## src/rtl/ym3438_bus_pkg.sv

```systemverilog
// Shared types and constants for the ym3438 CPU-port bus writer.
package ym3438_bus_pkg;

  typedef logic [3:0] state_t;
  typedef logic [1:0] chip_addr_t;

  // State = {group, phase}; group picks the bus cycle, phase mirrors the strobe timer.
  localparam logic [1:0] GRP_NONE = 2'b00;
  localparam logic [1:0] GRP_A    = 2'b01;
  localparam logic [1:0] GRP_D    = 2'b10;
  localparam logic [1:0] GRP_R    = 2'b11;

  localparam logic [1:0] PH_IDLE   = 2'd0;
  localparam logic [1:0] PH_SETUP  = 2'd1;
  localparam logic [1:0] PH_STROBE = 2'd2;
  localparam logic [1:0] PH_HOLD   = 2'd3;

  localparam logic [3:0] ST_IDLE     = 4'b0000;
  localparam logic [3:0] ST_WAIT     = 4'b0001;
  localparam logic [3:0] ST_A_SETUP  = 4'b0101;
  localparam logic [3:0] ST_A_STROBE = 4'b0110;
  localparam logic [3:0] ST_A_HOLD   = 4'b0111;
  localparam logic [3:0] ST_D_SETUP  = 4'b1001;
  localparam logic [3:0] ST_D_STROBE = 4'b1010;
  localparam logic [3:0] ST_D_HOLD   = 4'b1011;
  localparam logic [3:0] ST_R_SETUP  = 4'b1101;
  localparam logic [3:0] ST_R_STROBE = 4'b1110;
  localparam logic [3:0] ST_R_HOLD   = 4'b1111;

  localparam chip_addr_t ADDR_A0 = 2'b00;
  localparam chip_addr_t ADDR_D0 = 2'b01;
  localparam chip_addr_t ADDR_A1 = 2'b10;
  localparam chip_addr_t ADDR_D1 = 2'b11;

  localparam int unsigned STATUS_BUSY_BIT = 7;

  function automatic int unsigned max3(input int unsigned a, input int unsigned b,
                                       input int unsigned c);
    int unsigned m;
    m = (a > b) ? a : b;
    return (m > c) ? m : c;
  endfunction

endpackage

```

## src/rtl/ym3438_bus_writer_if.sv

```systemverilog
// Request handshake plus ym3438 CPU-port pins; master is the writer side.
interface ym3438_bus_writer_if;
  import ym3438_bus_pkg::*;

  logic       req_valid;
  logic       req_ready;
  logic       req_bank;
  logic [7:0] req_addr;
  logic [7:0] req_data;

  logic       CS_n;
  logic       WR_n;
  logic       RD_n;
  chip_addr_t ADDRESS;
  logic [7:0] DATA;
  logic       data_oe;
  logic [7:0] status_i;

  modport master (
    input  req_valid, req_bank, req_addr, req_data, status_i,
    output req_ready, CS_n, WR_n, RD_n, ADDRESS, DATA, data_oe
  );

  modport slave (
    output req_valid, req_bank, req_addr, req_data, status_i,
    input  req_ready, CS_n, WR_n, RD_n, ADDRESS, DATA, data_oe
  );
endinterface

```

## src/rtl/ym3438_bus_strobe.sv

```systemverilog
// Setup/strobe/hold phase timer shared by the address, data and status-read cycles.
module ym3438_bus_strobe
  import ym3438_bus_pkg::*;
#(
  parameter int unsigned T_SETUP  = 2,
  parameter int unsigned T_STROBE = 4,
  parameter int unsigned T_HOLD   = 2
) (
  input  logic       MCLK,
  input  logic       reset,
  input  logic       start,
  output logic [1:0] adv_c,
  output logic       sample_c,
  output logic       done_c
);
  localparam int unsigned CNT_W = $clog2(max3(T_SETUP, T_STROBE, T_HOLD) + 1);

  logic [1:0]       phase_q, phase_nxt;
  logic [CNT_W-1:0] cnt_q, cnt_adv, cnt_nxt;

  // Free-running advance, a function of the registers only.
  always_comb begin
    adv_c    = phase_q;
    cnt_adv  = cnt_q;
    sample_c = 1'b0;
    done_c   = 1'b0;
    if (cnt_q != '0) begin
      cnt_adv = cnt_q - CNT_W'(1);
    end else begin
      case (phase_q)
        PH_SETUP: begin
          adv_c   = PH_STROBE;
          cnt_adv = CNT_W'(T_STROBE - 1);
        end
        PH_STROBE: begin
          adv_c    = PH_HOLD;
          cnt_adv  = CNT_W'(T_HOLD - 1);
          sample_c = 1'b1;
        end
        PH_HOLD: begin
          adv_c  = PH_IDLE;
          done_c = 1'b1;
        end
        default: ;
      endcase
    end
  end

  always_comb begin
    phase_nxt = adv_c;
    cnt_nxt   = cnt_adv;
    if (start) begin
      phase_nxt = PH_SETUP;
      cnt_nxt   = CNT_W'(T_SETUP - 1);
    end
  end

  always_ff @(posedge MCLK) begin
    if (reset) begin
      phase_q <= PH_IDLE;
      cnt_q   <= '0;
    end else begin
      phase_q <= phase_nxt;
      cnt_q   <= cnt_nxt;
    end
  end
endmodule

```

## src/rtl/ym3438_bus_writer.sv

```systemverilog
// ym3438 CPU-port write initiator: address write, data write, then busy wait.
// Define YM3438_BUS_BUSY_POLL_EN to replace the fixed wait with status polling.
module ym3438_bus_writer
  import ym3438_bus_pkg::*;
#(
  parameter int unsigned T_SETUP   = 2,
  parameter int unsigned T_STROBE  = 4,
  parameter int unsigned T_HOLD    = 2,
  parameter int unsigned BUSY_WAIT = 192,
  parameter int unsigned POLL_MAX  = 64
) (
  input  logic                MCLK,
  input  logic                reset,
  ym3438_bus_writer_if.master bus,
  output logic                idle_o,
  output logic                err_o
);
  state_t     state_q, state_nxt;
  logic       bank_q, bank_nxt;
  logic [7:0] addr_q, addr_nxt, wdata_q, wdata_nxt;
  logic       cache_valid_q, cache_valid_nxt;
  logic [8:0] cache_key_q, cache_key_nxt;
  logic       start_c, done_c, sample_c, strobe_c;
  logic [1:0] adv_c, grp_c, ph_c;
  logic       cs_n_nxt, wr_n_nxt, rd_n_nxt, data_oe_nxt, ready_nxt, err_nxt;
  chip_addr_t address_nxt;
  logic [7:0] data_nxt;
  logic       unused_c;

`ifdef YM3438_BUS_BUSY_POLL_EN
  localparam int unsigned POLL_W = $clog2(POLL_MAX + 1);
  logic [POLL_W-1:0] poll_q, poll_nxt;
  logic              busy_q, busy_nxt;
  assign unused_c = ^{32'(BUSY_WAIT)};
`else
  localparam int unsigned WAIT_W = $clog2(BUSY_WAIT + 1);
  logic [WAIT_W-1:0] wait_q, wait_nxt;
  assign unused_c = ^{bus.status_i, sample_c, 32'(POLL_MAX)};
`endif

  ym3438_bus_strobe #(
    .T_SETUP (T_SETUP),
    .T_STROBE(T_STROBE),
    .T_HOLD  (T_HOLD)
  ) u_strobe (
    .MCLK    (MCLK),
    .reset   (reset),
    .start   (start_c),
    .adv_c   (adv_c),
    .sample_c(sample_c),
    .done_c  (done_c)
  );

  always_comb begin
    state_nxt       = state_q;
    bank_nxt        = bank_q;
    addr_nxt        = addr_q;
    wdata_nxt       = wdata_q;
    cache_valid_nxt = cache_valid_q;
    cache_key_nxt   = cache_key_q;
    start_c         = 1'b0;
    err_nxt         = err_o;
`ifdef YM3438_BUS_BUSY_POLL_EN
    poll_nxt        = poll_q;
    busy_nxt        = busy_q;
`else
    wait_nxt        = wait_q;
`endif
    case (state_q)
      ST_IDLE: begin
        if (bus.req_valid) begin
          bank_nxt  = bus.req_bank;
          addr_nxt  = bus.req_addr;
          wdata_nxt = bus.req_data;
          start_c   = 1'b1;
          // Same register as the last address write: the chip still has it latched.
          if (cache_valid_q && cache_key_q == {bus.req_bank, bus.req_addr})
            state_nxt = ST_D_SETUP;
          else
            state_nxt = ST_A_SETUP;
        end
      end
      ST_A_SETUP, ST_A_STROBE, ST_A_HOLD: begin
        if (done_c) begin
          start_c         = 1'b1;
          state_nxt       = ST_D_SETUP;
          cache_valid_nxt = 1'b1;
          cache_key_nxt   = {bank_q, addr_q};
        end else begin
          state_nxt = {GRP_A, adv_c};
        end
      end
      ST_D_SETUP, ST_D_STROBE, ST_D_HOLD: begin
        if (done_c) begin
`ifdef YM3438_BUS_BUSY_POLL_EN
          start_c   = 1'b1;
          state_nxt = ST_R_SETUP;
          poll_nxt  = '0;
`else
          state_nxt = ST_WAIT;
          wait_nxt  = WAIT_W'(BUSY_WAIT - 1);
`endif
        end else begin
          state_nxt = {GRP_D, adv_c};
        end
      end
`ifdef YM3438_BUS_BUSY_POLL_EN
      ST_R_SETUP, ST_R_STROBE, ST_R_HOLD: begin
        if (sample_c) busy_nxt = bus.status_i[STATUS_BUSY_BIT];
        if (done_c) begin
          if (!busy_q) begin
            state_nxt = ST_IDLE;
          end else if (poll_q == POLL_W'(POLL_MAX - 1)) begin
            err_nxt   = 1'b1;
            state_nxt = ST_IDLE;
          end else begin
            poll_nxt  = poll_q + POLL_W'(1);
            start_c   = 1'b1;
            state_nxt = ST_R_SETUP;
          end
        end else begin
          state_nxt = {GRP_R, adv_c};
        end
      end
`else
      ST_WAIT: begin
        if (wait_q == '0) state_nxt = ST_IDLE;
        else              wait_nxt  = wait_q - WAIT_W'(1);
      end
`endif
      default: state_nxt = ST_IDLE;
    endcase

    // Pin values for the upcoming state, registered below.
    grp_c       = state_nxt[3:2];
    ph_c        = state_nxt[1:0];
    strobe_c    = (grp_c != GRP_NONE) && (ph_c == PH_STROBE);
    cs_n_nxt    = !strobe_c;
    wr_n_nxt    = !(strobe_c && grp_c != GRP_R);
`ifdef YM3438_BUS_BUSY_POLL_EN
    rd_n_nxt    = !(strobe_c && grp_c == GRP_R);
`else
    rd_n_nxt    = 1'b1;
`endif
    data_oe_nxt = (grp_c == GRP_A) || (grp_c == GRP_D);
    address_nxt = ADDR_A0;
    data_nxt    = '0;
    case (grp_c)
      GRP_A: begin
        address_nxt = bank_nxt ? ADDR_A1 : ADDR_A0;
        data_nxt    = addr_nxt;
      end
      GRP_D: begin
        address_nxt = bank_nxt ? ADDR_D1 : ADDR_D0;
        data_nxt    = wdata_nxt;
      end
      GRP_R:   address_nxt = bank_nxt ? ADDR_A1 : ADDR_A0;
      default: ;
    endcase
    ready_nxt = (state_nxt == ST_IDLE);
  end

  always_ff @(posedge MCLK) begin
    if (reset) begin
      state_q       <= ST_IDLE;
      bank_q        <= 1'b0;
      addr_q        <= '0;
      wdata_q       <= '0;
      cache_valid_q <= 1'b0;
      cache_key_q   <= '0;
`ifdef YM3438_BUS_BUSY_POLL_EN
      poll_q        <= '0;
      busy_q        <= 1'b0;
`else
      wait_q        <= '0;
`endif
      bus.CS_n      <= 1'b1;
      bus.WR_n      <= 1'b1;
      bus.RD_n      <= 1'b1;
      bus.ADDRESS   <= ADDR_A0;
      bus.DATA      <= '0;
      bus.data_oe   <= 1'b0;
      bus.req_ready <= 1'b0;
      idle_o        <= 1'b1;
      err_o         <= 1'b0;
    end else begin
      state_q       <= state_nxt;
      bank_q        <= bank_nxt;
      addr_q        <= addr_nxt;
      wdata_q       <= wdata_nxt;
      cache_valid_q <= cache_valid_nxt;
      cache_key_q   <= cache_key_nxt;
`ifdef YM3438_BUS_BUSY_POLL_EN
      poll_q        <= poll_nxt;
      busy_q        <= busy_nxt;
`else
      wait_q        <= wait_nxt;
`endif
      bus.CS_n      <= cs_n_nxt;
      bus.WR_n      <= wr_n_nxt;
      bus.RD_n      <= rd_n_nxt;
      bus.ADDRESS   <= address_nxt;
      bus.DATA      <= data_nxt;
      bus.data_oe   <= data_oe_nxt;
      bus.req_ready <= ready_nxt;
      idle_o        <= ready_nxt;
      err_o         <= err_nxt;
    end
  end
endmodule
```

## src/flat_wrapper.sv

```systemverilog
// flat-port wrapper written by rule: the top's interface ports become plain ports
module ym3438_bus_writer_flat import ym3438_bus_pkg::*;
#(
  parameter int unsigned T_SETUP   = 2,
  parameter int unsigned T_STROBE  = 4,
  parameter int unsigned T_HOLD    = 2,
  parameter int unsigned BUSY_WAIT = 192,
  parameter int unsigned POLL_MAX  = 64
)
  (MCLK, reset, idle_o, err_o, bus_req_valid, bus_req_bank, bus_req_addr, bus_req_data, bus_status_i, bus_req_ready, bus_CS_n, bus_WR_n, bus_RD_n, bus_ADDRESS, bus_DATA, bus_data_oe);
  ym3438_bus_writer_if bus_i ();
  input  logic MCLK;
  input  logic reset;
  output logic idle_o;
  output logic err_o;
  input wire logic [$bits(bus_i.req_valid)-1:0] bus_req_valid;
  input wire logic [$bits(bus_i.req_bank)-1:0] bus_req_bank;
  input wire logic [$bits(bus_i.req_addr)-1:0] bus_req_addr;
  input wire logic [$bits(bus_i.req_data)-1:0] bus_req_data;
  input wire logic [$bits(bus_i.status_i)-1:0] bus_status_i;
  output wire logic [$bits(bus_i.req_ready)-1:0] bus_req_ready;
  output wire logic [$bits(bus_i.CS_n)-1:0] bus_CS_n;
  output wire logic [$bits(bus_i.WR_n)-1:0] bus_WR_n;
  output wire logic [$bits(bus_i.RD_n)-1:0] bus_RD_n;
  output wire logic [$bits(bus_i.ADDRESS)-1:0] bus_ADDRESS;
  output wire logic [$bits(bus_i.DATA)-1:0] bus_DATA;
  output wire logic [$bits(bus_i.data_oe)-1:0] bus_data_oe;
  assign bus_i.req_valid = bus_req_valid;
  assign bus_i.req_bank = bus_req_bank;
  assign bus_i.req_addr = bus_req_addr;
  assign bus_i.req_data = bus_req_data;
  assign bus_i.status_i = bus_status_i;
  assign bus_req_ready = bus_i.req_ready;
  assign bus_CS_n = bus_i.CS_n;
  assign bus_WR_n = bus_i.WR_n;
  assign bus_RD_n = bus_i.RD_n;
  assign bus_ADDRESS = bus_i.ADDRESS;
  assign bus_DATA = bus_i.DATA;
  assign bus_data_oe = bus_i.data_oe;
  ym3438_bus_writer #(.T_SETUP(T_SETUP), .T_STROBE(T_STROBE), .T_HOLD(T_HOLD), .BUSY_WAIT(BUSY_WAIT), .POLL_MAX(POLL_MAX)) u_core (.MCLK(MCLK), .reset(reset), .bus(bus_i), .idle_o(idle_o), .err_o(err_o));
endmodule
```

## config.mk

```make
export PLATFORM = sky130hd
export DESIGN_NAME = ym3438_bus_writer_flat
export DESIGN_NICKNAME = d
export VERILOG_FILES = /design/src/rtl/ym3438_bus_pkg.sv /design/src/rtl/ym3438_bus_writer_if.sv /design/src/rtl/ym3438_bus_strobe.sv /design/src/rtl/ym3438_bus_writer.sv /design/src/flat_wrapper.sv
export SDC_FILE = /design/constraint.sdc
export NUM_CORES = 1
export LEC_CHECK = 0
export CORE_UTILIZATION = 53
export DETAILED_ROUTE_END_ITERATION = 12
export GPL_ROUTABILITY_DRIVEN = 0
export GPL_TIMING_DRIVEN = 0
export PLACE_DENSITY = 0.77
export SETUP_SLACK_MARGIN = 0.1
export SKIP_CTS_REPAIR_TIMING = 1
export SLEW_MARGIN = 10
export SYNTH_ARGS = -nofsm -noshare
export SYNTH_HDL_FRONTEND = slang
export SYNTH_HIERARCHICAL = 1
export SYNTH_SLANG_ARGS = --single-unit
```

## constraint.sdc

```tcl
create_clock -name MCLK -period 3 [get_ports MCLK]
set_input_delay 0.45 -clock MCLK [delete_from_list [all_inputs] [get_ports MCLK]]
set_output_delay 0.45 -clock MCLK [all_outputs]
set_load 0.02 [all_outputs]
```

Run 1, cells colored by class:
Fill, decap, tap and diode cells in gray.
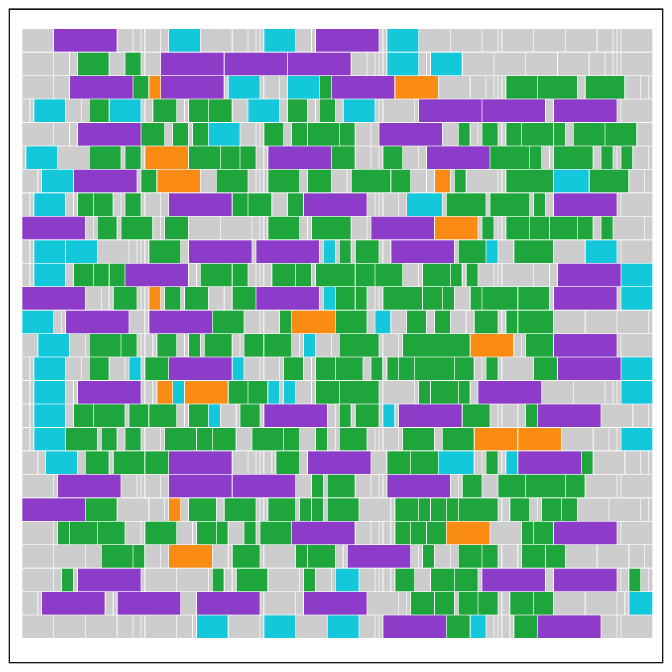
| color | class | cells |
|---|---|---|
| purple | flops | 59 |
| green | combinational and other logic | 225 |
| orange | clock drivers and dummy loads | 16 |
| cyan | other buffers and delay cells | 53 |
Core Util, Final: 67.5%
Row Count: 26
fin area: 0.00349 mm2
Std-Cell Core Area: 0.00517 mm2

Run 1, metal 1:
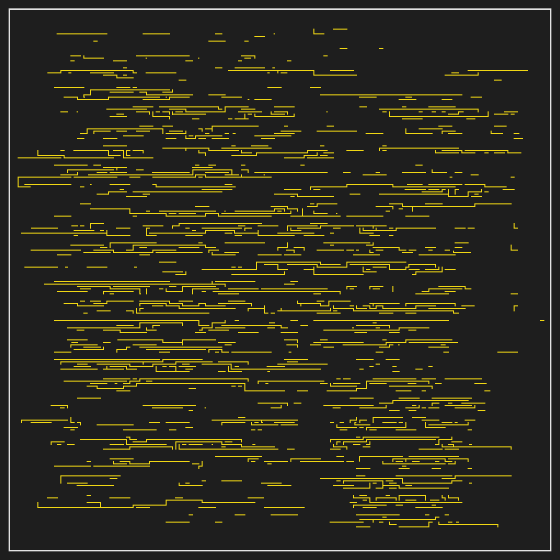
longest straight run: 25.3 um
wire length on this layer: 2730 um
share of all routed wire: 45%
vias: 2380
Global Route met1 Usage: 28.1%
detailed-route wire length: 6120 um

==> flow_summary_export.csv, run 1 <==
group,metric,value,unit
yosys,synthCells,303,
clock_tree,cts-root-buf,"clkbuf_8",
finish,area_growth_syn_to_layout,21.6,%
place,dp.cells,407,
final_timing,slew_headroom,63.0,%
final_timing,slew_viol_final,0,
clock_tree,cts.clk_slew.worst_paths,0.06,ns
detailed_routing,drt_iter0_drc,117,
worst_setup_path,critPathKind,"reg -> reg",
yosys,postSynthNetCount,344,
worst_setup_path,cpPeakStageDelay,0.43,ns
detailed_routing,drc_errors,0,
final_timing,setup-tns-final,0,ns
final_timing,rsz0062_at_grt,"false",
final_timing,finalCritPeriodShare,89.2,%
global_routing,track_usage,23.6,%
global_routing,grt_max_degree,11,
final_timing,period_minus_slack,2.68,ns
die,io-pin-count,45,
outcome,status,"complete, no violations",
global_routing,grt-ovfl-total,0,
global_routing,grt_pass1_wl,9790,um
pwr,power.density,562,mW/mm2
final_timing,setup_slack,0.324,ns
place,post-dp-hpwl,4430,um
min_path,hp-class,"reg -> reg",
detailed_routing,ant_nets,0,
yosys,netlist_area,0.00287,mm2
detailed_routing,wire_per_inst,14.5,um
final_timing,fmax,0.374,GHz
clock_tree,cts_made_buffers,9,
die,die_x,75.6,um
detailed_routing,vias_per_cell,5.63,
final_timing,fin_skew,0.00473,ns
worst_setup_path,cp_max_fo,10,
die,dieArea,0.00572,mm2
clock_tree,cts_tree,"yes",
pwr,p_leak,1.33,nW
worst_setup_path,critPathMostFrequentCell,"clkbuf_1",
global_routing,antenna_found_initial,0,
pwr,ir_drop,0.270,mV
clock_tree,cts_buffer_depth,2,
worst_setup_path,cp.arrival,2.87,ns
worst_setup_path,required,3.19,ns
worst_setup_path,path_cells,"buf_6 > nor4_4 > clkbuf_1 > nand2_1 > o22a_1 > ha_1 > nand2b_1 > clkbuf_1 > a21oi_1",
yosys,yosys_warnings,6,
final_timing,worstMarginPinSlew,0.554,ns
place,portBuffers,34,
clock_tree,cts.htree.levels,3,
worst_setup_path,worstSetupEndpointType,"flop",
finish,final_layout_size_suffix_gt1_share,13.9,%
yosys,syn_avg_cell_area,9.48,um2
worst_setup_path,start_kind,"flop",
die,fp.dieH,75.6,um
detailed_routing,firstDrtPassIters,4,
place,preCtsSetupSlack,-0.0516,ns
finish,final_nets,389,
pwr,finalPower,1.96,mW
flow_run,warning_count,43,
place,placedInstanceArea,0.00330,mm2
final_timing,setup_viol,0,
final_timing,finalHoldViolCount,0,
finish,final_cells,423,
final_timing,hold_ws,0.501,ns
clock_tree,clkLatencyLatePin,0.33,ns
worst_setup_path,critPathSlowestCell,"nor4_4",
finish,diodes,0,
die,initial_core_util,55.5,%
global_routing,grt_pass1_vias,2140,
flow_run,drv_cap,0,
Run 1, the metal 3 layer:
The bar under the picture is 20 um long.
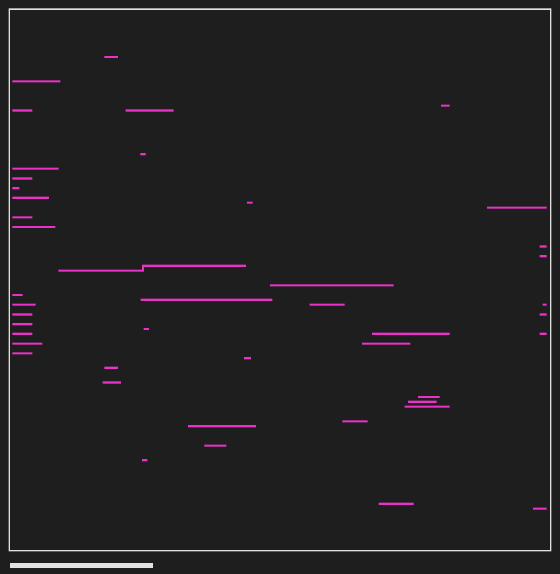
main direction: horizontal
share of all routed wire: 3.1%
GR Util met3: 3.97%

Run 1, the clock network:
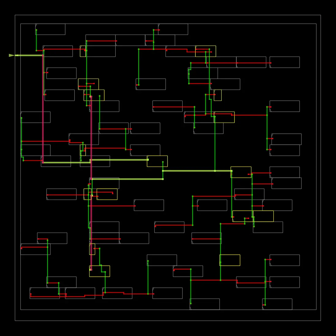
CTS sink cnt: 59
Clk power: 0.633 mW
clkbuf count: 14

run 1: cells in the final DEF, fill, tap and decap left out, types with 3 or more instances in the layout:
cell type,n
or3_1,5
buf_6,3
clkdlybuf4s50_1,34
nor2_1,22
o21ba_2,16
inv_1,14
nor3_1,5
ha_1,13
dfxtp_1,59
nand2_1,7
mux2i_1,12
a21oi_1,11
nand2b_1,3
o31ai_1,6
a31oi_1,6
clkbuf_1,15
o21ai_0,17
and3_1,16
clkbuf_8,11
or4_1,5
a21boi_0,16
xnor2_1,9
run 1: cell type report:
type / count / area (um2)
fillers: 450 / 1680
flip-flops and latches: 59 / 1180
clock inverters: 2 / 10.0
repair buffers: 34 / 340
inverters: 14 / 52.6
clock buffers: 14 / 163
multi-input cells: 211 / 1550
plain buffers: 19 / 104
well taps: 70 / 87.6
run 1: flip-flops by register name, summed over array words and instances, names as in the netlist, 2 cells and up:
| signal | cells |
|---|---|
| u_core/bus.DATA | 8 |
| u_core/u_strobe/cnt_q | 3 |
| u_core/wdata_q | 8 |
| u_core/cache_key_q | 9 |
| u_core/wait_q | 8 |
| u_core/state_q | 4 |
| u_core/bus.ADDRESS | 2 |
| u_core/addr_q | 8 |
| u_core/u_strobe/phase_q | 2 |
run 1: where the power goes:
part,internal [mW],switching [mW]
sequential,0.842,0.0368
clock,0.343,0.290
combinational,0.208,0.241
total,1.39,0.568
run 1: per-layer routing:
| metal | GRT usage [%] | share of wire, % | up-vias |
|---|---|---|---|
| met5 | 0 | 0 | - |
| met4 | 11.7 | 2.1 | 0 |
| met3 | 3.97 | 3.1 | 10 |
| met2 | 41.0 | 50 | 60 |
| met1 | 28.1 | 45 | 1129 |
| li1 | - | - | 1181 |
run 1: final timing paths:
kind / startpoint / to / slack (ns) / depth (start not counted)
worst max-delay path: u_core/state_q[3] / u_core/bus.DATA[2] / 0.32 / 9
worst min-delay path: u_core/addr_q[7] / u_core/cache_key_q[7] / 0.50 / 2
worst max register to register: u_core/state_q[3] / u_core/bus.DATA[2] / 0.32 / 9
worst min register to register: u_core/addr_q[7] / u_core/cache_key_q[7] / 0.50 / 2
run 1: worst max-delay path, delay by kind of cell (launching register included):
kind / cells / cell delay [ns]
compound gates: 2 / 0.37
flops: 1 / 0.31
buf+inv: 3 / 0.90
simple gates: 3 / 0.67
fa+ha+maj: 1 / 0.29
--- run 2 (diff from run 1) ---
--- a/config.mk
+++ b/config.mk
@@ -5,6 +5,7 @@
 export SDC_FILE = /design/constraint.sdc
 export NUM_CORES = 1
 export LEC_CHECK = 0
+export ABC_CLOCK_PERIOD_IN_PS = 3000
 export CORE_UTILIZATION = 53
 export DETAILED_ROUTE_END_ITERATION = 12
 export GPL_ROUTABILITY_DRIVEN = 0
@@ -17,3 +18,4 @@
 export SYNTH_HDL_FRONTEND = slang
 export SYNTH_HIERARCHICAL = 1
 export SYNTH_SLANG_ARGS = --single-unit
+export TNS_END_PERCENT = 5
Run 2, the clock network:
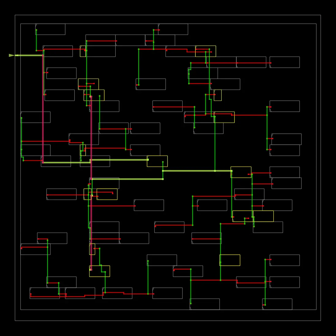
Worst-Skew Late Latency: 0.33 ns
flip-flops: 59

==> run 2 against run 1 <==
Effect of this change:
- first-iteration DRC count unchanged
- maximum frequency unchanged
- sequential cell count unchanged
- clock skew unchanged
- via count unchanged
- sequential power about the same
- register-to-register slack about the same
- clock-buffer cell count unchanged
- non-clock buffer count unchanged
- routed wire length unchanged
- area after synthesis unchanged
- largest cell class unchanged
- highest routed layer unchanged
==> flow_summary_export.csv, run 2 <==
group,metric,value,unit
final_timing,slew_headroom,63.0,%
worst_setup_path,startpoint,"u_core/state_q[3]",
die,dieArea,0.00572,mm2
worst_setup_path,worstReg2RegEnd,"u_core/bus.DATA[2]",
worst_setup_path,worstSetupEndpointType,"flop",
place,post-dp-hpwl,4430,um
finish,layout_top_cell,"dfxtp_1",
detailed_routing,drt_iter0_drc,117,
final_timing,rsz0062_at_grt,"false",
finish,final_nets,389,
final_timing,setup_slack,0.324,ns
worst_setup_path,reg2reg_from,"u_core/state_q[3]",
final_timing,finalHoldViolCount,0,
pwr,ir_drop,0.270,mV
finish,area_growth_syn_to_layout,21.6,%
global_routing,antenna_found_initial,0,
detailed_routing,ant_nets,0,
finish,largest_reg_flops,9,
die,coreArea,0.00517,mm2
global_routing,grt-ovfl-total,0,
yosys,yosys_warnings,6,
pwr,p_leak,1.33,nW
yosys,syn_avg_cell_area,9.48,um2
die,die_x,75.6,um
detailed_routing,drc_errors,0,
die,initial_core_util,55.5,%
finish,final_layout_size_suffix_gt1_share,13.9,%
worst_setup_path,required,3.19,ns
worst_setup_path,regToRegSetupSlack,0.32,ns
final_timing,worstMarginPinSlew,0.554,ns
final_timing,setup_viol,0,
final_timing,period_minus_slack,2.68,ns
worst_setup_path,start_kind,"flop",
global_routing,grt_pass1_vias,2140,
final_timing,fmax,0.374,GHz
flow_run,warning_count,43,
clock_tree,cts-root-buf,"clkbuf_8",
flow_run,drv_cap,0,
die,io-pin-count,45,
yosys,netlist_area,0.00287,mm2
finish,post-route-util,67.5,%
die,fp.dieH,75.6,um
worst_setup_path,critPathKind,"reg -> reg",
clock_tree,cts.sinks,59,
worst_setup_path,reg2reg_depth,9,
finish,largest_register,"u_core/cache_key_q",
place,placedInstanceArea,0.00330,mm2
worst_setup_path,crit_path_end,"u_core/bus.DATA[2]",
min_path,hp-class,"reg -> reg",
finish,diodes,0,
finish,final_area,0.00349,mm2
finish,lay_top_cells,"dfxtp_1, clkdlybuf4s50_1, nor2_1",
final_timing,fin_skew,0.00473,ns
global_routing,track_usage,23.6,%
final_timing,slew_viol_final,0,
die,rows,26,
place,preCtsSetupSlack,-0.0516,ns
finish,fill_cells,450,
final_timing,finalCritPeriodShare,89.2,%
detailed_routing,firstDrtPassIters,4,
clock_tree,cts_tree,"yes",
detailed_routing,vias_per_cell,5.63,
global_routing,grt_pass1_wl,9790,um
global_routing,grt_max_degree,11,
clock_tree,cts_buffer_depth,2,
detailed_routing,vias,2380,
outcome,status,"complete, no violations",
yosys,postSynthNetCount,344,
yosys,synthCells,303,
clock_tree,cts.htree.levels,3,
clock_tree,cts.clk_slew.worst_paths,0.06,ns
detailed_routing,wire_per_inst,14.5,um
final_timing,setup-tns-final,0,ns
worst_setup_path,cp.arrival,2.87,ns
pwr,power.density,562,mW/mm2
detailed_routing,drt_wl_total,6120,um
place,portBuffers,34,
worst_setup_path,cp_max_fo,10,
clock_tree,cts_made_buffers,9,
-- run 2: stage by stage --
stage                     hold slack (ns)  cells  total power [mW]
after floorplan                     0.440    303              1.21
after global placement              0.452    407              1.32
after detailed placement            0.484    407              1.33
after CTS                           0.506    423              1.97
after global routing                0.534    423              2.08
final                               0.501    423              1.96
-- run 2: critical path, stage by stage (launching register included) --
cell and delay, ns:
dfxtp_1 0.31, buf_6 0.14, nor4_4 0.43, clkbuf_1 0.41
nand2_1 0.17, o22a_1 0.28, ha_1 0.29, nand2b_1 0.07
clkbuf_1 0.35, a21oi_1 0.09
-- run 2: layout make-up --
cell class	count	area, um2	area share, %
multi-input combinational	211	1550	44.5
timing repair buffer	34	340	9.75
clock buffer	14	163	4.66
inverter	14	52.6	1.51
clock inverter	2	10.0	0.287
sequential	59	1180	33.8
tap	70	87.6	2.51
buffer	19	104	2.97
-- run 2: where the power goes --
group / internal (mW) / switching, mW / total (mW)
registers: 0.842 / 0.0368 / 0.879
logic: 0.208 / 0.241 / 0.450
clock network: 0.343 / 0.290 / 0.633
-- run 2: metal layers --
layer	part of all wire, %	up-vias	global-route usage, %
met5	0	-	0
met4	2.1	0	11.7
met2	50	60	41.0
met3	3.1	10	3.97
met1	45	1129	28.1
li1	-	1181	-
-- run 2: how the worst min path moves through the flow --
| stage | slack [ns] | start | depth (start not counted) | endpoint |
|---|---|---|---|---|
| final | 0.50 | u_core/addr_q[7] | 2 | u_core/cache_key_q[7] |
| after global routing | 0.53 | u_core/addr_q[4] | 2 | u_core/cache_key_q[4] |
| after CTS | 0.51 | u_core/addr_q[7] | 2 | u_core/cache_key_q[7] |
| after detailed placement | 0.48 | u_core/addr_q[7] | 2 | u_core/cache_key_q[7] |
| after global placement | 0.45 | u_core/cache_valid_q | 2 | u_core/cache_valid_q |
| after floorplan | 0.44 | u_core/cache_valid_q | 2 | u_core/cache_valid_q |
Power and IR drop assume default switching activity.
